**config.mk**
```make
export PLATFORM = sky130hd
export DESIGN_NAME = fetcher_flat
export DESIGN_NICKNAME = d
export VERILOG_FILES = /design/src/rtl/fetcher_if.sv /design/src/rtl/fetcher.sv /design/src/flat_wrapper.sv
export SDC_FILE = /design/constraint.sdc
export NUM_CORES = 1
export LEC_CHECK = 0
export ABC_CLOCK_PERIOD_IN_PS = 2700
export CAP_MARGIN = 0
export CORE_AREA = 3 3 109 85
export DETAILED_ROUTE_END_ITERATION = 6
export DIE_AREA = 0 0 112 88
export MAX_ROUTING_LAYER = met4
export PLACE_DENSITY = 0.67
export SYNTH_ARGS = -nofsm -noshare
export SYNTH_HDL_FRONTEND = slang
export SYNTH_SLANG_ARGS = --single-unit
```
**constraint.sdc**
```tcl
create_clock -name clk -period 2.7 [get_ports clk]
set_clock_uncertainty 0.1 [all_clocks]
set_input_delay 0.54 -clock clk [delete_from_list [all_inputs] [get_ports clk]]
set_output_delay 0.54 -clock clk [all_outputs]
set_load 0.005 [all_outputs]
```
**src/rtl/fetcher_if.sv**
```systemverilog
// Program-memory read channel between the fetcher (master) and instruction memory (slave).
// Valid/address are held by the master until a same-cycle ready/data response arrives.
interface fetcher_if #(
    parameter int AW = 8,
    parameter int DW = 16
);
    logic          mem_read_valid;
    logic [AW-1:0] mem_read_address;
    logic          mem_read_ready;
    logic [DW-1:0] mem_read_data;

    modport master (
        output mem_read_valid,
        output mem_read_address,
        input  mem_read_ready,
        input  mem_read_data
    );

    modport slave (
        input  mem_read_valid,
        input  mem_read_address,
        output mem_read_ready,
        output mem_read_data
    );
endinterface

```
**src/rtl/fetcher.sv**
```systemverilog
// Instruction fetcher with a one-entry last-PC buffer: hit in 1 cycle, miss = accept cycles + 1.
// Holds the request until memory responds or TIMEOUT_CYCLES elapse, then substitutes RET.
module fetcher #(
    parameter int PROGRAM_MEM_ADDR_BITS = 8,
    parameter int PROGRAM_MEM_DATA_BITS = 16,
    parameter int TIMEOUT_CYCLES        = 255
) (
    input  logic                             clk,
    input  logic                             reset,
    input  logic [2:0]                       core_state,
    input  logic [PROGRAM_MEM_ADDR_BITS-1:0] current_pc,
    input  logic                             flush,
    fetcher_if.master                        mem,
    output logic [2:0]                       fetcher_state,
    output logic [PROGRAM_MEM_DATA_BITS-1:0] instruction,
    output logic                             fetch_error
);
    localparam int AW = PROGRAM_MEM_ADDR_BITS;
    localparam int DW = PROGRAM_MEM_DATA_BITS;
    localparam logic [2:0]    CORE_FETCH  = 3'b001;
    localparam logic [2:0]    CORE_DECODE = 3'b010;
    localparam logic [15:0]   CNT_LAST    = 16'(TIMEOUT_CYCLES - 1);
    localparam logic [DW-1:0] RET_INSTR   = DW'(16'hF000);

    typedef enum logic [2:0] {
        S_IDLE     = 3'b000,
        S_FETCHING = 3'b001,
        S_FETCHED  = 3'b010
    } state_t;

    state_t        state_q, state_d;
    logic          vld_q, vld_d;
    logic [AW-1:0] addr_q, addr_d;
    logic [DW-1:0] instr_q, instr_d;
    logic          err_q, err_d;
    logic [15:0]   cnt_q, cnt_d;
    logic          buf_vld_q, buf_vld_d;
    logic [AW-1:0] buf_pc_q, buf_pc_d;
    logic [DW-1:0] buf_dat_q, buf_dat_d;
    logic          hit;

    // A flush sampled on the same edge as the hit check forces a miss.
    assign hit = buf_vld_q && (buf_pc_q == current_pc) && !flush;

    always_comb begin
        state_d   = state_q;
        vld_d     = vld_q;
        addr_d    = addr_q;
        instr_d   = instr_q;
        err_d     = err_q;
        cnt_d     = cnt_q;
        buf_vld_d = buf_vld_q && !flush;
        buf_pc_d  = buf_pc_q;
        buf_dat_d = buf_dat_q;
        case (state_q)
            S_IDLE: begin
                if (core_state == CORE_FETCH) begin
                    if (hit) begin
                        instr_d = buf_dat_q;
                        state_d = S_FETCHED;
                    end else begin
                        vld_d   = 1'b1;
                        addr_d  = current_pc;
                        cnt_d   = 16'd0;
                        state_d = S_FETCHING;
                    end
                end
            end
            S_FETCHING: begin
                if (mem.mem_read_ready) begin
                    instr_d   = mem.mem_read_data;
                    vld_d     = 1'b0;
                    buf_vld_d = !flush;
                    buf_pc_d  = addr_q;
                    buf_dat_d = mem.mem_read_data;
                    state_d   = S_FETCHED;
                end else if (cnt_q == CNT_LAST) begin
                    instr_d = RET_INSTR;
                    vld_d   = 1'b0;
                    err_d   = 1'b1;
                    state_d = S_FETCHED;
                end else begin
                    cnt_d = cnt_q + 16'd1;
                end
            end
            S_FETCHED: begin
                if (core_state == CORE_DECODE) begin
                    state_d = S_IDLE;
                end
            end
            default: state_d = S_IDLE;
        endcase
    end

    always_ff @(posedge clk or negedge reset) begin
        if (!reset) begin
            state_q   <= S_IDLE;
            vld_q     <= 1'b0;
            addr_q    <= '0;
            instr_q   <= '0;
            err_q     <= 1'b0;
            cnt_q     <= 16'd0;
            buf_vld_q <= 1'b0;
            buf_pc_q  <= '0;
            buf_dat_q <= '0;
        end else begin
            state_q   <= state_d;
            vld_q     <= vld_d;
            addr_q    <= addr_d;
            instr_q   <= instr_d;
            err_q     <= err_d;
            cnt_q     <= cnt_d;
            buf_vld_q <= buf_vld_d;
            buf_pc_q  <= buf_pc_d;
            buf_dat_q <= buf_dat_d;
        end
    end

    assign mem.mem_read_valid   = vld_q;
    assign mem.mem_read_address = addr_q;
    assign fetcher_state        = state_q;
    assign instruction          = instr_q;
    assign fetch_error          = err_q;
endmodule

```
**src/flat_wrapper.sv**
```systemverilog
// flat-port wrapper written by rule: the top's interface ports become plain ports
module fetcher_flat 
#(
    parameter int PROGRAM_MEM_ADDR_BITS = 8,
    parameter int PROGRAM_MEM_DATA_BITS = 16,
    parameter int TIMEOUT_CYCLES        = 255
)
  (clk, reset, core_state, current_pc, flush, fetcher_state, instruction, fetch_error, mem_mem_read_valid, mem_mem_read_address, mem_mem_read_ready, mem_mem_read_data);
  fetcher_if #(.AW(8), .DW(16)) mem_i ();
  input  logic clk;
  input  logic reset;
  input  logic [2:0] core_state;
  input  logic [PROGRAM_MEM_ADDR_BITS-1:0] current_pc;
  input  logic flush;
  output logic [2:0] fetcher_state;
  output logic [PROGRAM_MEM_DATA_BITS-1:0] instruction;
  output logic fetch_error;
  output wire logic [$bits(mem_i.mem_read_valid)-1:0] mem_mem_read_valid;
  output wire logic [$bits(mem_i.mem_read_address)-1:0] mem_mem_read_address;
  input wire logic [$bits(mem_i.mem_read_ready)-1:0] mem_mem_read_ready;
  input wire logic [$bits(mem_i.mem_read_data)-1:0] mem_mem_read_data;
  assign mem_mem_read_valid = mem_i.mem_read_valid;
  assign mem_mem_read_address = mem_i.mem_read_address;
  assign mem_i.mem_read_ready = mem_mem_read_ready;
  assign mem_i.mem_read_data = mem_mem_read_data;
  fetcher #(.PROGRAM_MEM_ADDR_BITS(PROGRAM_MEM_ADDR_BITS), .PROGRAM_MEM_DATA_BITS(PROGRAM_MEM_DATA_BITS), .TIMEOUT_CYCLES(TIMEOUT_CYCLES)) u_core (.clk(clk), .reset(reset), .core_state(core_state), .current_pc(current_pc), .flush(flush), .mem(mem_i), .fetcher_state(fetcher_state), .instruction(instruction), .fetch_error(fetch_error));
endmodule
```
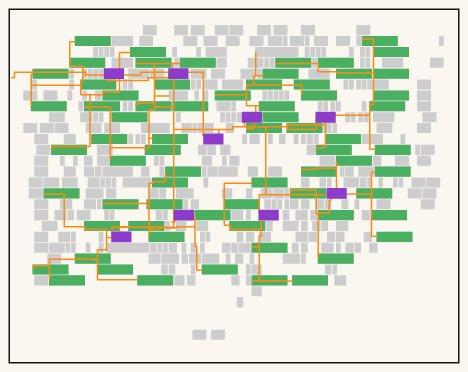
(clock wires, drivers and flops)
Scale: 4 px per µm.
green -> flip-flops  # count 69
orange -> clock wires  # length 825 µm
purple -> clock-net drivers  # count 9
routed clock nets = 10

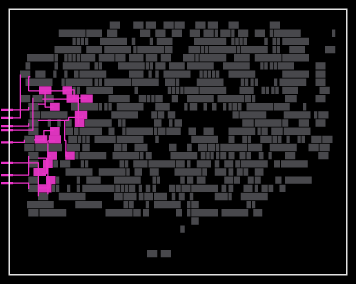
(wires at chosen ports, followed through buffers)
Scale: 3 px per µm.
magenta -> `current_pc`  # bits 8, direction input, edge west, end cells 16, wire 227 µm
IO Count: 60
Port-buffer cells: 58

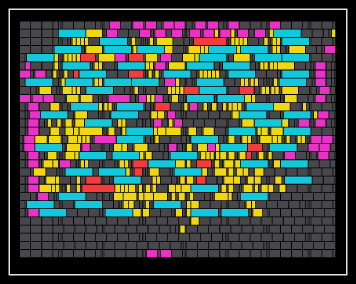
(cells colored by class)
Scale: 3 px per µm. Fill, decap, tap and diode cells in gray.
magenta -> remaining buffers and delay cells  # cells 69
yellow -> remaining logic cells  # cells 247
red -> clock drivers and dummy loads  # cells 16
cyan -> registers  # cells 69
CORE AREA: 8310 µm²
sequential cell area share: 40.7%
Design Area, Final: 4240 µm²
Core Util, Final: 51.0%

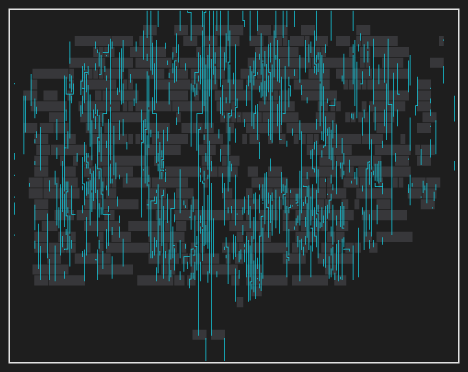
(M2 wires)
Scale: 4 px per µm. Cells faint in the background.
wire length on this layer = 3360 µm
nets with wire on the layer = 359
main direction = vertical
via count: 2593
M2 GR Usage: 26.2%

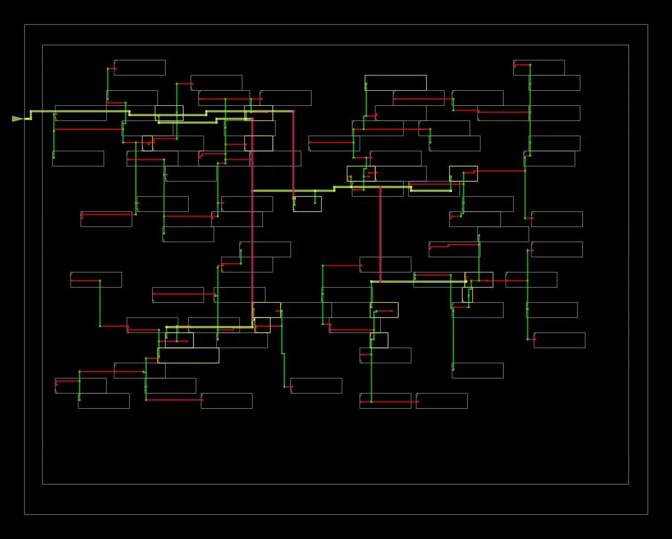
(clock wiring as the flow saved it)
Sinks on Clock Net: 69
Clock Buffer Count: 10
cts bufs inserted: 9
clk_lat worst skew: 0.34 ns

==> metrics.csv <==
stage,metric,value,unit
status,outcome,"complete, no violations",
sta,post-route-period-util,91.2,%
power,swShare,30.8,%
sta,relSlewSlack,50.9,%
synth,synthAoiAreaFrac,10.0,%
route,wire_per_inst,14.9,µm
synth,mux_share,9.32,%
final_layout,nMultiInputCombCells,236,
placed_design,dpl.hpwl,5440,µm
global_route,grt_max_degree,51,
synth,common_cells,"nand2_1, dfrtp_1, mux2_2",
worst_setup_path,crit_slowest_cell,nor4b_2,
floorplanning,die_h,88,µm
sta,hold_violations,0,
job,warning_count,27,
worst_setup_path,worst-path-max-fanout,10,
final_layout,mi_logic_area,1430,µm²
route,route.met2.wl,3360,µm
worst_setup_path,timing.rr.start,u_core.cnt_q[0]$_DFFE_PN0P_,
global_route,grt_pass1_wl,12900,µm
sta,whs,0.0560,ns
final_layout,mostFrequentLayoutCell,nand2_1,
final_layout,area_delta_synth_final,30.1,%
global_route,busiest_layer,met2,
job,cap_violations,0,
cts,cts_max_path_buffers,2,
floorplanning,fp_util,39.2,%
worst_setup_path,startpoint_type,input port,
worst_setup_path,required,2.81,ns
route,ant_nets,0,
power,powerDensity,944,nW/µm²
power,power,4.00,mW
final_layout,flop_area,1730,µm²
placed_design,post-place-ws,-0.135,ns
synth,yosysMostFrequentCell,nand2_1,
final_layout,n_antenna_cell,0,
global_route,use_met3,4.63,%
route,drc_errors,0,
synth,simple_gate_share,21.5,%
synth,synth_seq_share,53.0,%
placed_design,place_inst,492,
power,vdd_drop_max,0.000579,V
worst_setup_path,endpoint,u_core.cnt_q[4]$_DFFE_PN0P_,
final_layout,layout.cells.non_filler,509,
floorplanning,dieArea,9860,µm²
worst_setup_path,timing.rr.end,u_core.cnt_q[4]$_DFFE_PN0P_,
power,p_switching,1.23,mW
final_layout,final_cell_mix,"nand2_1, dfrtp_1, clkdlybuf4s50_1",
cts,cts_root_buf,clkbuf_8,
global_route,grt_overflow,0,
synth,top_logic_kind,simple AND/OR/NAND/NOR gates,
worst_setup_path,worst-r2r-setup-slack,0.35,ns
placed_design,gp_congestion,0.821,
synth,yosys.area.top_type_share,53.0,%
route,dr_wl_met3,510,µm
cts,cts_tree,done,
worst_hold_path,hp-class,input port to async pin,
sta,finalSetupTns,0,ns
synth,synth_cell_types,50,
sta,worst_pin_slew,0.731,ns
sta,grt_setup_unrepaired,no,
Power figures rest on the tool's default switching activity, not on a simulated workload.
